[src/rtl/syscall_read_responder_pkg.sv]
// Shared constants and FSM state type for the syscall read-return path.
package syscall_pkg;

    localparam logic [5:0]  FUNCT_SYSCALL = 6'h0c;
    localparam logic [31:0] SYS_PRINT_INT = 32'd1;
    localparam logic [31:0] SYS_READ_INT  = 32'd5;
    localparam logic [31:0] SYS_EXIT      = 32'd10;
    localparam logic [31:0] SYS_READ_CHAR = 32'd12;
    localparam logic [4:0]  REG_V0        = 5'd2;

    typedef enum logic [1:0] {
        ST_IDLE,
        ST_WAIT,
        ST_WRITE
    } rd_state_e;

endpackage

[src/rtl/syscall_read_responder_if.sv]
// Request, host-FIFO and register-file write signals of the read responder.
interface syscall_read_responder_if #(parameter int CNT_W = 16);

    logic             syscall_control;
    logic [31:0]      instruction;
    logic [31:0]      v0;
    logic             host_valid;
    logic [31:0]      host_data;
    logic             host_ready;
    logic             stall;
    logic             rf_we;
    logic [4:0]       rf_waddr;
    logic [31:0]      rf_wdata;
    logic [CNT_W-1:0] reads_served;

    modport slave (
        input  syscall_control, instruction, v0, host_valid, host_data,
        output host_ready, stall, rf_we, rf_waddr, rf_wdata, reads_served
    );

    modport master (
        output syscall_control, instruction, v0, host_valid, host_data,
        input  host_ready, stall, rf_we, rf_waddr, rf_wdata, reads_served
    );

endinterface

[src/rtl/syscall_read_responder_input_fifo.sv]
// Synchronous power-of-two FIFO holding host-supplied values for read syscalls.
module syscall_input_fifo #(
    parameter int DEPTH = 4,
    parameter int WIDTH = 32
) (
    input  logic                     clk,
    input  logic                     rst_n,
    input  logic                     push,
    input  logic                     pop,
    input  logic [WIDTH-1:0]         din,
    output logic [WIDTH-1:0]         head,
    output logic                     full,
    output logic                     empty,
    output logic [$clog2(DEPTH):0]   count
);

    localparam int AW = $clog2(DEPTH);

    logic [AW-1:0]    wr_ptr_q, wr_ptr_d;
    logic [AW-1:0]    rd_ptr_q, rd_ptr_d;
    logic [AW:0]      count_q, count_d;
    logic [WIDTH-1:0] mem_q [DEPTH];
    logic [WIDTH-1:0] mem_d [DEPTH];
    logic             do_push, do_pop;

    always_comb begin
        do_push  = push && !full;
        do_pop   = pop && !empty;
        mem_d    = mem_q;
        wr_ptr_d = wr_ptr_q;
        rd_ptr_d = rd_ptr_q;
        count_d  = count_q;
        if (do_push) begin
            mem_d[wr_ptr_q] = din;
            wr_ptr_d        = wr_ptr_q + AW'(1);
        end
        if (do_pop) begin
            rd_ptr_d = rd_ptr_q + AW'(1);
        end
        case ({do_push, do_pop})
            2'b10:   count_d = count_q + (AW+1)'(1);
            2'b01:   count_d = count_q - (AW+1)'(1);
            default: count_d = count_q;
        endcase
    end

    always_ff @(posedge clk or negedge rst_n) begin
        if (!rst_n) begin
            wr_ptr_q <= '0;
            rd_ptr_q <= '0;
            count_q  <= '0;
            for (int unsigned i = 0; i < DEPTH; i++) begin
                mem_q[i] <= '0;
            end
        end else begin
            wr_ptr_q <= wr_ptr_d;
            rd_ptr_q <= rd_ptr_d;
            count_q  <= count_d;
            mem_q    <= mem_d;
        end
    end

    assign head  = mem_q[rd_ptr_q];
    assign full  = (count_q == (AW+1)'(DEPTH));
    assign empty = (count_q == '0);
    assign count = count_q;

endmodule

[src/rtl/syscall_read_responder.sv]
// Services read_int (and read_char when SYSCALL_READ_CHAR_EN is defined) by
// stalling until host data is queued, then writing it to $v0.
module syscall_read_responder
    import syscall_pkg::*;
#(
    parameter int FIFO_DEPTH = 4,
    parameter int CNT_W      = 16
) (
    input  logic                     clk,
    input  logic                     rst_n,
    syscall_read_responder_if.slave  bus
);

    rd_state_e          state_q, state_d;
    logic               we_q, we_d;
    logic [31:0]        wdata_q, wdata_d;
    logic [CNT_W-1:0]   served_q, served_d;

    logic               is_syscall, read_int, read_char, req;
    logic               fifo_push, fifo_pop, fifo_full, fifo_empty;
    logic [31:0]        fifo_head, ret_value;
    logic [$clog2(FIFO_DEPTH):0] fifo_count;

    assign is_syscall = bus.syscall_control && (bus.instruction[5:0] == FUNCT_SYSCALL);
    assign read_int   = (bus.v0 == SYS_READ_INT);
`ifdef SYSCALL_READ_CHAR_EN
    assign read_char  = (bus.v0 == SYS_READ_CHAR);
`else
    assign read_char  = 1'b0;
`endif
    assign req        = is_syscall && (read_int || read_char);

    assign fifo_push  = bus.host_valid && !fifo_full;
    assign fifo_pop   = (state_q == ST_WRITE);

    syscall_input_fifo #(
        .DEPTH (FIFO_DEPTH),
        .WIDTH (32)
    ) u_fifo (
        .clk   (clk),
        .rst_n (rst_n),
        .push  (fifo_push),
        .pop   (fifo_pop),
        .din   (bus.host_data),
        .head  (fifo_head),
        .full  (fifo_full),
        .empty (fifo_empty),
        .count (fifo_count)
    );

    always_comb begin
        assert (fifo_empty == (fifo_count == '0));
    end

    assign ret_value = read_char ? {24'b0, fifo_head[7:0]} : fifo_head;

    // Write data is captured on entry to WRITE; the head is stable then since
    // pushes to a non-empty FIFO never move it.
    always_comb begin
        state_d  = state_q;
        we_d     = 1'b0;
        wdata_d  = '0;
        served_d = served_q;
        case (state_q)
            ST_IDLE: begin
                if (req && !fifo_empty) begin
                    state_d = ST_WRITE;
                    we_d    = 1'b1;
                    wdata_d = ret_value;
                end else if (req) begin
                    state_d = ST_WAIT;
                end
            end
            ST_WAIT: begin
                if (!req) begin
                    state_d = ST_IDLE;
                end else if (!fifo_empty) begin
                    state_d = ST_WRITE;
                    we_d    = 1'b1;
                    wdata_d = ret_value;
                end
            end
            ST_WRITE: begin
                state_d  = ST_IDLE;
                served_d = served_q + CNT_W'(1);
            end
            default: state_d = ST_IDLE;
        endcase
    end

    always_ff @(posedge clk or negedge rst_n) begin
        if (!rst_n) begin
            state_q  <= ST_IDLE;
            we_q     <= 1'b0;
            wdata_q  <= '0;
            served_q <= '0;
        end else begin
            state_q  <= state_d;
            we_q     <= we_d;
            wdata_q  <= wdata_d;
            served_q <= served_d;
        end
    end

    // Gated by rst_n so a request held across reset does not stall.
    assign bus.stall        = rst_n && req && (state_q != ST_WRITE);
    assign bus.host_ready   = !fifo_full;
    assign bus.rf_we        = we_q;
    assign bus.rf_waddr     = REG_V0;
    assign bus.rf_wdata     = wdata_q;
    assign bus.reads_served = served_q;

endmodule

[src/flat_wrapper.sv]
// flat-port wrapper written by rule: the top's interface ports become plain ports
module syscall_read_responder_flat import syscall_pkg::*;
#(
    parameter int FIFO_DEPTH = 4,
    parameter int CNT_W      = 16
)
  (clk, rst_n, bus_syscall_control, bus_instruction, bus_v0, bus_host_valid, bus_host_data, bus_host_ready, bus_stall, bus_rf_we, bus_rf_waddr, bus_rf_wdata, bus_reads_served);
  syscall_read_responder_if #(.CNT_W(CNT_W)) bus_i ();
  input  logic clk;
  input  logic rst_n;
  input wire logic [$bits(bus_i.syscall_control)-1:0] bus_syscall_control;
  input wire logic [$bits(bus_i.instruction)-1:0] bus_instruction;
  input wire logic [$bits(bus_i.v0)-1:0] bus_v0;
  input wire logic [$bits(bus_i.host_valid)-1:0] bus_host_valid;
  input wire logic [$bits(bus_i.host_data)-1:0] bus_host_data;
  output wire logic [$bits(bus_i.host_ready)-1:0] bus_host_ready;
  output wire logic [$bits(bus_i.stall)-1:0] bus_stall;
  output wire logic [$bits(bus_i.rf_we)-1:0] bus_rf_we;
  output wire logic [$bits(bus_i.rf_waddr)-1:0] bus_rf_waddr;
  output wire logic [$bits(bus_i.rf_wdata)-1:0] bus_rf_wdata;
  output wire logic [$bits(bus_i.reads_served)-1:0] bus_reads_served;
  assign bus_i.syscall_control = bus_syscall_control;
  assign bus_i.instruction = bus_instruction;
  assign bus_i.v0 = bus_v0;
  assign bus_i.host_valid = bus_host_valid;
  assign bus_i.host_data = bus_host_data;
  assign bus_host_ready = bus_i.host_ready;
  assign bus_stall = bus_i.stall;
  assign bus_rf_we = bus_i.rf_we;
  assign bus_rf_waddr = bus_i.rf_waddr;
  assign bus_rf_wdata = bus_i.rf_wdata;
  assign bus_reads_served = bus_i.reads_served;
  syscall_read_responder #(.FIFO_DEPTH(FIFO_DEPTH), .CNT_W(CNT_W)) u_core (.clk(clk), .rst_n(rst_n), .bus(bus_i));
endmodule
[config.mk]
export PLATFORM = sky130hd
export DESIGN_NAME = syscall_read_responder_flat
export DESIGN_NICKNAME = d
export VERILOG_FILES = /design/src/rtl/syscall_read_responder_pkg.sv /design/src/rtl/syscall_read_responder_if.sv /design/src/rtl/syscall_read_responder_input_fifo.sv /design/src/rtl/syscall_read_responder.sv /design/src/flat_wrapper.sv
export SDC_FILE = /design/constraint.sdc
export NUM_CORES = 1
export LEC_CHECK = 0
export CAP_MARGIN = 20
export CELL_PAD_IN_SITES_DETAIL_PLACEMENT = 0
export CELL_PAD_IN_SITES_GLOBAL_PLACEMENT = 1
export CORE_MARGIN = 8
export CORE_UTILIZATION = 32
export DETAILED_ROUTE_END_ITERATION = 8
export PLACE_DENSITY_LB_ADDON = 0.1
export RECOVER_POWER = 25
export REMOVE_ABC_BUFFERS = 1
export SYNTH_ARGS = -nofsm -noshare
export SYNTH_HDL_FRONTEND = slang
export SYNTH_HIERARCHICAL = 1
export SYNTH_SLANG_ARGS = --single-unit
[constraint.sdc]
create_clock -name clk -period 2.3 [get_ports clk]
set_clock_uncertainty 0.15 [all_clocks]
set_input_delay 0.23 -clock clk [delete_from_list [all_inputs] [get_ports clk]]
set_output_delay 0.23 -clock clk [all_outputs]
set_load 0.03 [all_outputs]
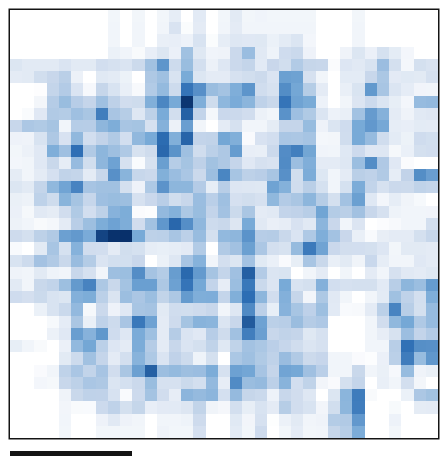
run_1/metal_density.png
Bar = 50 um. The die is cut into 35 by 35 equal tiles; white is low, dark blue is high, scaled to the fullest tile. Values are wire area over tile area, all layers added.
mean over tiles	0.10
tiles over half the peak	8.5%
densest ninth of the die	center
fullest tile	0.45
nearly empty tiles	14%

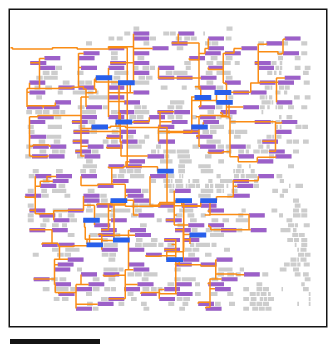
run_1/clk_routes.png
Bar = 50 um.
[flip-flops] purple | count: 186
[clock drivers] blue | count: 17
[clock wires] orange | length: 2,410 um
routed clock nets	18
flops lie	all over the die

==> results_slide.txt, run 1 <==
Physical Implementation Snapshot

Floorplanning
  • Die area: 30,600 sq um
  • FP Util: 0.323
  • Die height: 175 um
  • Die W: 175 um

Synthesis
  • Most common cell in the synthesized netlist: dfrtp_1
  • Largest cells by area: dfrtp_1 (58%), mux2_2 (18%), mux4_2 (8.9%)
  • Post-synth cell types: 35
  • Netlist Area Pre-Place: 8080 sq um
  • Post-synthesis mux area share: 0.272
  • Yosys adder share: 0.0118
  • Seq cells post-synth: 186
  • Number of cells in Yosys stat: 511
  • AND/OR/NAND/NOR Cells, Area Fraction: 0.0790
  • Number of enable flip-flop cells: 0
  • AND-OR/OR-AND Cells, Area Fraction: 0.00108

Run status
  • Outcome: complete, no violations

Place
  • Post-Place Setup Slack: 0.0235 ns
  • Port Buffers: 124
  • Placed Area: 9860 sq um

Setup path
  • Worst Path Max Fanout: 4
  • CP Capture Type: flop
  • CP Launch Type: flop
  • Worst r2r src: u_core/u_fifo/count[1]$_DFFE_PN0P_
  • Critical path's top delay family: adder cells
  • Largest stage delay, worst path: 0.44 ns

Pwr
  • P_leak: 4.32 nW
  • Tot Pwr: 11.2 mW
  • Peak supply drop: 0.401 mV

Cells and area
  • Final Util: 0.420
  • N_diodes: 0
  • Layout cells sized above 1: 0.363
  • Synth-to-Final Area Change: 29.8%

Clock network
  • TritonCTS sink count: 186
  • Worst-path clk slew: 0.08 ns
  • Num CTS Buffers: 17
  • CTS tree: done

STA
  • Min Tclk post-route: 2.14 ns
  • Fin crit share: 0.931
  • Final max-slew violation count: 0

Run
  • OpenROAD warning count: 56

Drt
  • Vias post-DR: 4,789
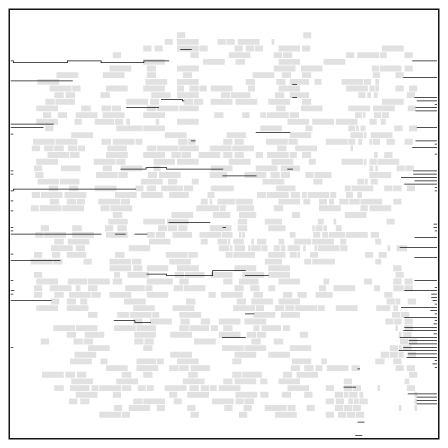
run_1/layer_met3.png
share of all routed wire	4.4%
nets with wire on the layer	82
wire length on this layer	876 um
longest straight run	49.9 um
main direction	horizontal

==> run 1: flip-flops by register name (all words and copies together) (netlist names) <==
signal	count
u_core/bus.reads_served	16
u_core/bus.rf_wdata	32
u_core/bus.rf_we	1
u_core/state_q	2
u_core/u_fifo/count	3
u_core/u_fifo/mem_q	128
u_core/u_fifo/rd_ptr_q	2
u_core/u_fifo/wr_ptr_q	2
==> run 1: area by class of cell <==
cell class	instances	area (sq um)	share of cell area
sequential	186	4660	0.444
clock inverter	14	159	0.0152
inverter	6	22.5	0.00215
timing repair buffer	153	1610	0.153
multi-input combinational	287	3180	0.304
clock buffer	18	439	0.0419
tap	330	413	0.0394
==> run 1: worst reg2reg max path: cells and delay by family, from the launching register on <==
family                     cells  cell delay [ns]
buffers and inverters          1             0.05
adders and majority gates      2             0.56
and+or+nand+nor                4             0.56
DFF                            1             0.44
xor gates and xnor gates       2             0.31
==> run 1: what timing repair did <==
action                                  in CTS  in global routing
hold buffers                                 1                  0
gates resized                                0                  4
setup buffers                                0                  4
hold endpoints to repair                   186                  0
endpoints found under the setup margin       0                  2
==> run 1: through the flow <==
| stage | hold WS, ns | instances |
|---|---|---|
| 6_report | 0.317 | 994 |
| 5_1_grt | 0.342 | 994 |
| 4_1_cts | 0.319 | 990 |
| 3_5_place_dp | 0.281 | 957 |
| 3_3_place_gp | 0.262 | 957 |
| 2_1_floorplan | -0.216 | 479 |
==> run 1: cell usage in the layout, fill, tap and decap left out, types with 7 or more instances in the layout <==
cell,netlist,routed
clkbuf_16,0,17
xor2_1,7,7
buf_4,5,15
dfrtp_1,186,183
xnor2_1,14,14
buf_12,0,12
nand2_1,11,11
mux2_2,130,130
mux4_2,32,32
and4_1,30,29
clkdlybuf4s50_1,0,121
==> run 1: cells by family after synthesis <==
family	Yosys count
flip-flops	186
XOR/XNOR	21
multiplexers	163
adder cells (fa/ha/maj)	7
other	2
AND/OR/NAND/NOR	90
buffers and inverters	41
AND-OR/OR-AND	1
==> run 1: report_power, final <==
part	switching (mW)	internal, mW	leakage, nW
sequential	0.594	4.48	2.32
combinational	1.15	2.01	1.72
clock	1.33	1.66	0.287
total	3.08	8.16	4.32
==> run 1: per-layer routing <==
metal  global-route usage  vias to the layer above  part of all wire  wire length [um]
li1                     -                     2159                 -                 -
met1                0.164                     2500              0.45              8890
met2                0.223                      103              0.49              9680
met3               0.0358                       25             0.044               876
met4               0.0396                        2             0.015               292
met5                    0                        -           0.00066                13
run_1/clocks.png
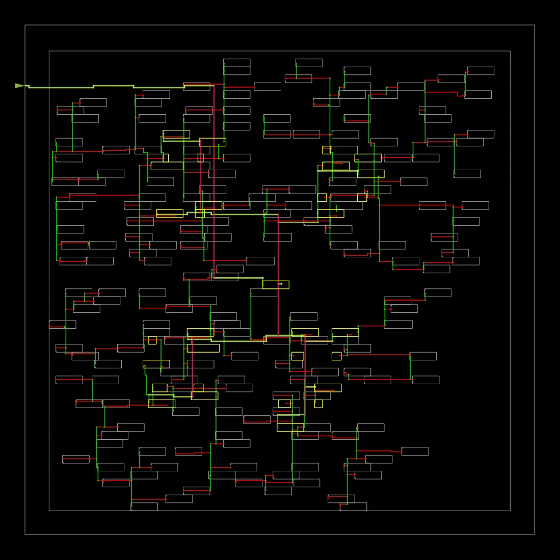

==> run 1 -> run 2 <==
--- a/config.mk
+++ b/config.mk
@@ -11,6 +11,7 @@
 export CORE_MARGIN = 8
 export CORE_UTILIZATION = 32
 export DETAILED_ROUTE_END_ITERATION = 8
+export MAX_ROUTING_LAYER = met4
 export PLACE_DENSITY_LB_ADDON = 0.1
 export RECOVER_POWER = 25
 export REMOVE_ABC_BUFFERS = 1
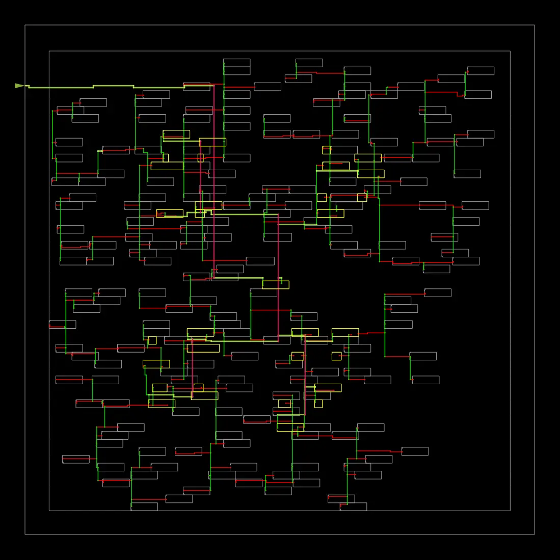
run_2/clocks.png
Power Clock: 2.97 mW
Num CTS Buffers: 17
later-pin clock latency in the skew report: 0.43 ns
TritonCTS sink count: 186
FF+latch count: 186

==> run 2 against run 1 <==
Against the previous run: first-iteration DRC count increased by 10%; maximum frequency about the same; setup slack improved by 0.0011 ns; sequential power about the same; sequential share of layout area about the same; area after synthesis unchanged; final area about the same; hold slack improved by 0.0023 ns; clock power about the same; final cell count increased by 0.10%; critical path type unchanged; critical endpoint unchanged; largest power group unchanged.
==> results_slide.txt, run 2 <==
Physical Implementation Snapshot

Floorplanning
  • FP Util: 0.323 (unchanged)
  • Die area: 30,600 sq um (unchanged)
  • Die height: 175 um (unchanged)

Synthesis
  • Post-synthesis mux area share: 0.272 (unchanged)
  • Most common cell in the synthesized netlist: dfrtp_1
  • Yosys adder share: 0.0118 (unchanged)
  • Number of cells in Yosys stat: 511 (unchanged)
  • Seq cells post-synth: 186 (unchanged)
  • Largest cells by area: dfrtp_1 (58%), mux2_2 (18%), mux4_2 (8.9%)
  • Number of enable flip-flop cells: 0 (unchanged)
  • Netlist Area Pre-Place: 8080 sq um (unchanged)
  • AND/OR/NAND/NOR Cells, Area Fraction: 0.0790 (unchanged)
  • AND-OR/OR-AND Cells, Area Fraction: 0.00108 (unchanged)

Place
  • Post-Place Setup Slack: 0.0235 ns (unchanged)
  • Placed Area: 9860 sq um (unchanged)

Setup path
  • Largest stage delay, worst path: 0.44 ns (about the same)
  • Worst Path Max Fanout: 4 (unchanged)
  • CP Launch Type: flop
  • Critical path's top delay family: adder cells

Cells and area
  • Max reg flops: 128 (unchanged)
  • Final Util: 0.420 (about the same)
  • Register name with the most flops: u_core/u_fifo/mem_q
  • Highest-count logic cell in the final layout: dfrtp_1
  • Most frequent cells in the layout: dfrtp_1 (183), mux2_2 (130), clkdlybuf4s50_1 (121), mux4_2 (32), and4_1 (29)
  • Layout cells sized above 1: 0.363 (unchanged)
  • Synth-to-Final Area Change: 29.8% (about the same)

STA
  • Min Tclk post-route: 2.14 ns (-0.00112 ns)
  • Fin crit share: 0.931 (about the same)
  • Min Hold Slack: 0.319 ns (+0.00229 ns)
  • Final max-slew violation count: 0 (unchanged)

Pwr
  • Sequential share of power: 0.453 (about the same)
  • Peak supply drop: 0.401 mV (about the same)
  • Net Sw Power: 3.06 mW (-0.37%)
  • Pint: 8.15 mW (about the same)
  • Clk pwr share: 0.265 (about the same)
  • P_leak: 4.32 nW (about the same)

Run
  • OpenROAD warning count: 56 (unchanged)

Clock network
  • CTS tree: done
  • Worst-path clk slew: 0.08 ns (about the same)

Run status
  • Outcome: complete, no violations

Drt
  • Vias post-DR: 4,805 (+0.33%)
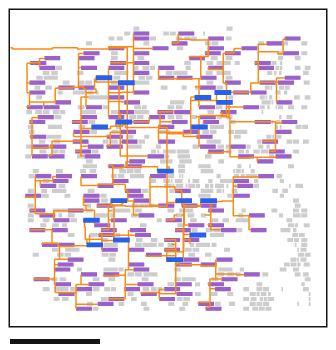
run_2/clk_routes.png
Bar = 50 um.
[clock wires] orange | length: 2,380 um
[flip-flops] purple | count: 186
[clock drivers] blue | count: 17
routed clock nets	18

==> run 2: metal layers <==
| metal | GRT usage | wire length (um) | vias up |
|---|---|---|---|
| li1 | - | - | 2159 |
| met1 | 0.165 | 8830 | 2513 |
| met2 | 0.223 | 9730 | 109 |
| met3 | 0.0343 | 834 | 24 |
| met4 | 0.0396 | 294 | 0 |
| met5 | - | 0 | - |
==> run 2: worst paths after layout <==
check                                                   startpoint                                       to  slack (ns)
min in group asynchronous                                    rst_n        u_core/bus.rf_wdata[16]$_DFF_PN0_        0.51
setup reg to reg                u_core/u_fifo/count[1]$_DFFE_PN0P_       u_core/u_fifo/count[2]$_DFFE_PN0P_        0.16
setup / recovery                u_core/u_fifo/count[1]$_DFFE_PN0P_       u_core/u_fifo/count[2]$_DFFE_PN0P_        0.16
hold reg to reg            u_core/bus.reads_served[15]$_DFFE_PN0P_  u_core/bus.reads_served[15]$_DFFE_PN0P_        0.32
max in group asynchronous                                    rst_n    u_core/u_fifo/rd_ptr_q[1]$_DFFE_PN0P_        0.54
hold / removal             u_core/bus.reads_served[15]$_DFFE_PN0P_  u_core/bus.reads_served[15]$_DFFE_PN0P_        0.32
==> run 2: power by group through the flow <==
stage / combinational, mW / clock (mW) / sequential, mW
floorplan: 2.21 / 0 / 4.93
global placement: 3.07 / 0 / 5.04
detailed placement: 3.19 / 0 / 5.15
CTS: 3.20 / 3.09 / 5.08
global route: 3.43 / 3.23 / 5.24
finish: 3.17 / 2.97 / 5.08
==> run 2: layout make-up <==
class | count | area [sq um] | share of cell area
Sequential cell | 186 | 4660 | 0.444
Multi-Input combinational cell | 287 | 3180 | 0.304
Timing Repair Buffer | 153 | 1610 | 0.153
Clock buffer | 18 | 439 | 0.0419
Tap cell | 330 | 413 | 0.0394
Clock inverter | 14 | 159 | 0.0152
Inverter | 6 | 22.5 | 0.00215
Antenna cell | 1 | 2.50 | 0.000239
==> run 2: cells by family (layout without fill, tap and decap cells) <==
logic type      Yosys count  count (layout)
other cells               2               6
simple gates             90              90
mux                     163             163
compound gates            1               1
buf+inv                  41             191
flops                   186             186
xor+xnor                 21              21
fa+ha+maj                 7               7
==> run 2: repair_timing <==
item | CTS | global route
hold endpoints to repair | 186 | 0
setup buffers | 0 | 4
endpoints found under the setup margin | 0 | 2
gates resized | 0 | 4
hold buffers | 1 | 0
==> run 2: per-stage QoR <==
step / setup TNS (ns) / power (mW) / std cells
2_1_floorplan: -86.05 / 7.14 / 479
3_3_place_gp: 0 / 8.11 / 957
3_5_place_dp: 0 / 8.33 / 957
4_1_cts: 0 / 11.4 / 990
5_1_grt: 0 / 11.9 / 995
6_report: 0 / 11.2 / 995
run_2/metal_density.png
Bar = 50 um. The die is cut into 35 by 35 equal tiles; white is low, dark blue is high, scaled to the fullest tile. Values are wire area over tile area, all layers added.
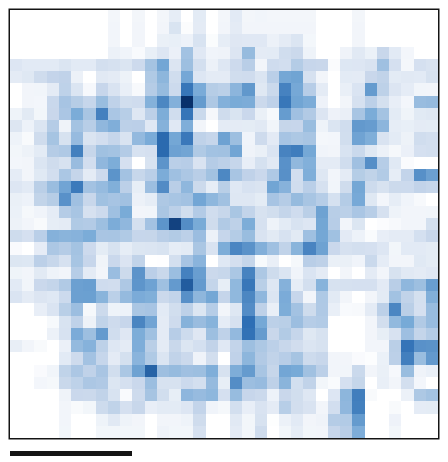

==> run 2 -> run 3 <==
--- a/config.mk
+++ b/config.mk
@@ -5,6 +5,7 @@
 export SDC_FILE = /design/constraint.sdc
 export NUM_CORES = 1
 export LEC_CHECK = 0
+export ABC_AREA = 1
 export CAP_MARGIN = 20
 export CELL_PAD_IN_SITES_DETAIL_PLACEMENT = 0
 export CELL_PAD_IN_SITES_GLOBAL_PLACEMENT = 1
@@ -17,5 +18,4 @@
 export REMOVE_ABC_BUFFERS = 1
 export SYNTH_ARGS = -nofsm -noshare
 export SYNTH_HDL_FRONTEND = slang
-export SYNTH_HIERARCHICAL = 1
 export SYNTH_SLANG_ARGS = --single-unit
==> constraint.sdc (replaced) <==
create_clock -name clk -period 2.5 [get_ports clk]
set_clock_uncertainty 0.15 [all_clocks]
set_input_delay 0.25 -clock clk [delete_from_list [all_inputs] [get_ports clk]]
set_output_delay 0.25 -clock clk [all_outputs]
set_load 0.03 [all_outputs]
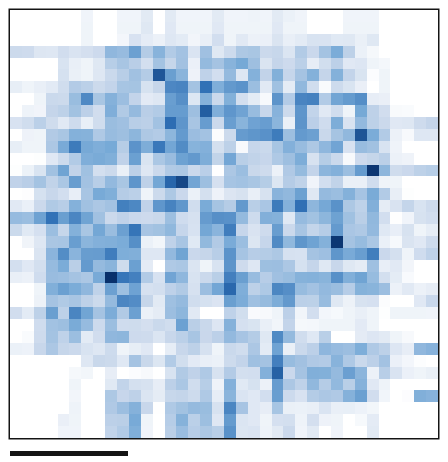
run_3/metal_density.png
Bar = 50 um. The die is cut into 36 by 36 equal tiles; white is low, dark blue is high, scaled to the fullest tile. Values are wire area over tile area, all layers added.
fullest tile	0.39
tiles over half the peak	11%
mean over tiles	0.098
nearly empty tiles	16%

==> run 3 against run 2 <==
Against the previous run: combinational power fell by 92%; critical path depth is 6 lower; clock power down about 10%; largest power group unchanged.
==> results_slide.txt, run 3 <==
Physical Implementation Snapshot

Pwr
  • Peak supply drop: 0.275 mV (-31%)
  • P_leak: 5.15 nW (+19%)

Clock network
  • Resize count post-CTS: 0 (unchanged)
  • Worst-path clk slew: 0.08 ns (about the same)
  • Later-pin clock latency in the skew report: 0.43 ns (about the same)
  • CTS Root Cell: clkbuf_16
  • Num CTS Buffers: 17 (unchanged)
  • Hold Buf Count CTS: 1 (unchanged)
  • Post-CTS setup repair buffer count: 0 (unchanged)
  • CTS tree: done
  • TritonCTS sink count: 186 (unchanged)

Drt
  • Vias post-DR: 6,056 (+26%)

Synthesis
  • Number of enable flip-flop cells: 0 (unchanged)
  • Area leader, netlist: dfrtp_1
  • Netlist Area Pre-Place: 8710 sq um (+7.8%)
  • Seq cells post-synth: 186 (unchanged)
  • Most common cell in the synthesized netlist: dfrtp_1
  • Warnings, synthesis: 0
  • Largest cells by area: dfrtp_1 (53%), mux2_4 (10%), o21ai_0 (7.2%)

Setup path
  • RR Endpoint: u_core.u_fifo.count[2]$_DFFE_PN0P_
  • Worst r2r src: u_core.state_q[0]$_DFFE_PN0P_
  • Largest stage delay, worst path: 0.70 ns (+0.26 ns)
  • Cell depth of the worst flop-to-flop path: 10
  • Worst Path Max Fanout: 3 (-1)
  • Critical path's top delay family: buffers and inverters
  • Register-to-register setup slack: 0.48 ns (+0.32 ns)
  • CP Launch Type: flop
  • Worst setup path end: bus_host_ready
  • Crit path launch: u_core.u_fifo.count[0]$_DFFE_PN0P_

STA
  • Final Hold Viols: 0
  • Final max-slew violation count: 0 (unchanged)
  • Fin crit share: 0.835
  • Min Tclk post-route: 2.09 ns
  • Setup TNS: 0 ns (unchanged)

Floorplanning
  • FP Util: 0.325 (+0.00136)
  • Die area: 32,700 sq um (+7.1%)
  • Die height: 181 um (+3.5%)

Place
  • DP HPWL: 13,300 um
  • Placer Congestion: 0.694
  • Inst Count DP: 1,321 (+38%)

Cells and area
  • Layout cells sized above 1: 0.133 (-0.230)
  • Max reg flops: 128 (unchanged)
  • N_diodes: 0 (-1)
  • Most frequent cells in the layout: dfrtp_1 (184), nand2_1 (140), inv_1 (126), o21ai_0 (125), clkdlybuf4s50_1 (122)
  • Highest-count logic cell in the final layout: dfrtp_1
  • Final std cells w/o fill: 1,353 (+36%)
  • Synth-to-Final Area Change: 24.6%

Run status
  • Outcome: complete, no violations

Global routing
  • GRT Overall Usage: 0.136

Run
  • OpenROAD warning count: 54 (-3.6%)
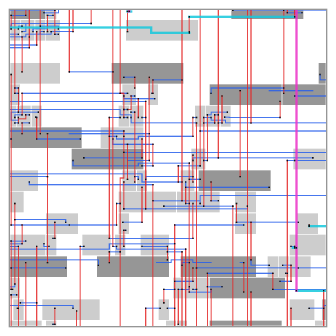
run_3/detail.png
Region (70, 70) to (110, 110) um. Cells in gray, sequential cells in the stronger gray; small squares are vias.
layer	color
metal 3	cyan
metal 2	red
metal 1	blue
metal 4	magenta
cells with their middle in the window	56
netlist names of flops here include	`u_core.u_fifo.mem_q` (6), `u_core.u_fifo.rd_ptr_q` (2)
sequential cells in the window	10
most frequent	inv_1 (8), dfrtp_1 (8), o21ai_0 (6)

[run 3: layer usage]
metal	vias up	global-route usage	part of all wire
met5	-	-	0
met4	0	0.0344	0.0087
met3	13	0.0253	0.029
met1	2922	0.176	0.49
li1	3031	-	-
met2	90	0.218	0.47
[run 3: per-stage QoR]
stage | util | instance area, sq um | total power [mW] | hold WS, ns | worst slack, ns
global placement | 0.384 | 10300 | 3.32 | 0.0711 | 0.328
detailed placement | 0.384 | 10300 | 3.31 | 0.0730 | 0.343
floorplan | - | 8370 | 3.09 | -0.196 | 0.0110
finish | 0.405 | 10800 | 5.91 | 0.161 | 0.411
global route | 0.405 | 10800 | 6.16 | 0.201 | 0.340
CTS | 0.405 | 10900 | 6.02 | 0.181 | 0.367
[run 3: cell families (layout without fill, tap and decap cells)]
| kind of cell | after synthesis | in the layout | synth area share |
|---|---|---|---|
| and+or+nand+nor | 236 | 236 | 0.122 |
| AOI/OAI and AO/OA | 198 | 198 | 0.114 |
| DFF | 186 | 186 | 0.535 |
| buffers and inverters | 177 | 303 | 0.0961 |
| muxes | 64 | 64 | 0.109 |
| xor gates and xnor gates | 13 | 13 | 0.0131 |
| adders and majority gates | 7 | 7 | 0.0109 |
| other | 2 | 5 | 0.000863 |
[run 3: worst min-delay path by stage]
| stage | cells after the start | slack [ns] | endpoint | startpoint |
|---|---|---|---|---|
| after detailed placement | 1 | 0.07 | u_core.bus.rf_wdata[6]$_DFF_PN0_ | rst_n |
| final | 2 | 0.16 | u_core.u_fifo.mem_q[91]$_DFFE_PN0P_ | rst_n |
| after floorplan | 0 | -0.20 | u_core.bus.reads_served[0]$_DFFE_PN0N_ | rst_n |
| after global placement | 1 | 0.07 | u_core.bus.rf_wdata[6]$_DFF_PN0_ | rst_n |
| after CTS | 2 | 0.18 | u_core.u_fifo.mem_q[91]$_DFFE_PN0P_ | rst_n |
| after global routing | 2 | 0.20 | u_core.u_fifo.mem_q[91]$_DFFE_PN0P_ | rst_n |
[run 3: cell type report]
cell class                      count  area, sq um
Fill cell                        2665        16000
Sequential cell                   186         4660
Multi-Input combinational cell    523         3220
Timing Repair Buffer              142         1490
Inverter                          130          488
Tap cell                          341          427
Clock buffer                       17          425
Clock inverter                     14          138
[run 3: where the power goes]
| part | total (mW) | switching [mW] | leakage, nW | internal [mW] |
|---|---|---|---|---|
| Combinational | 0.238 | 0.123 | 2.63 | 0.115 |
| Clock | 2.66 | 1.27 | 0.271 | 1.40 |
| Sequential | 3.01 | 0.000701 | 2.25 | 3.01 |
Power and IR drop assume default switching activity.
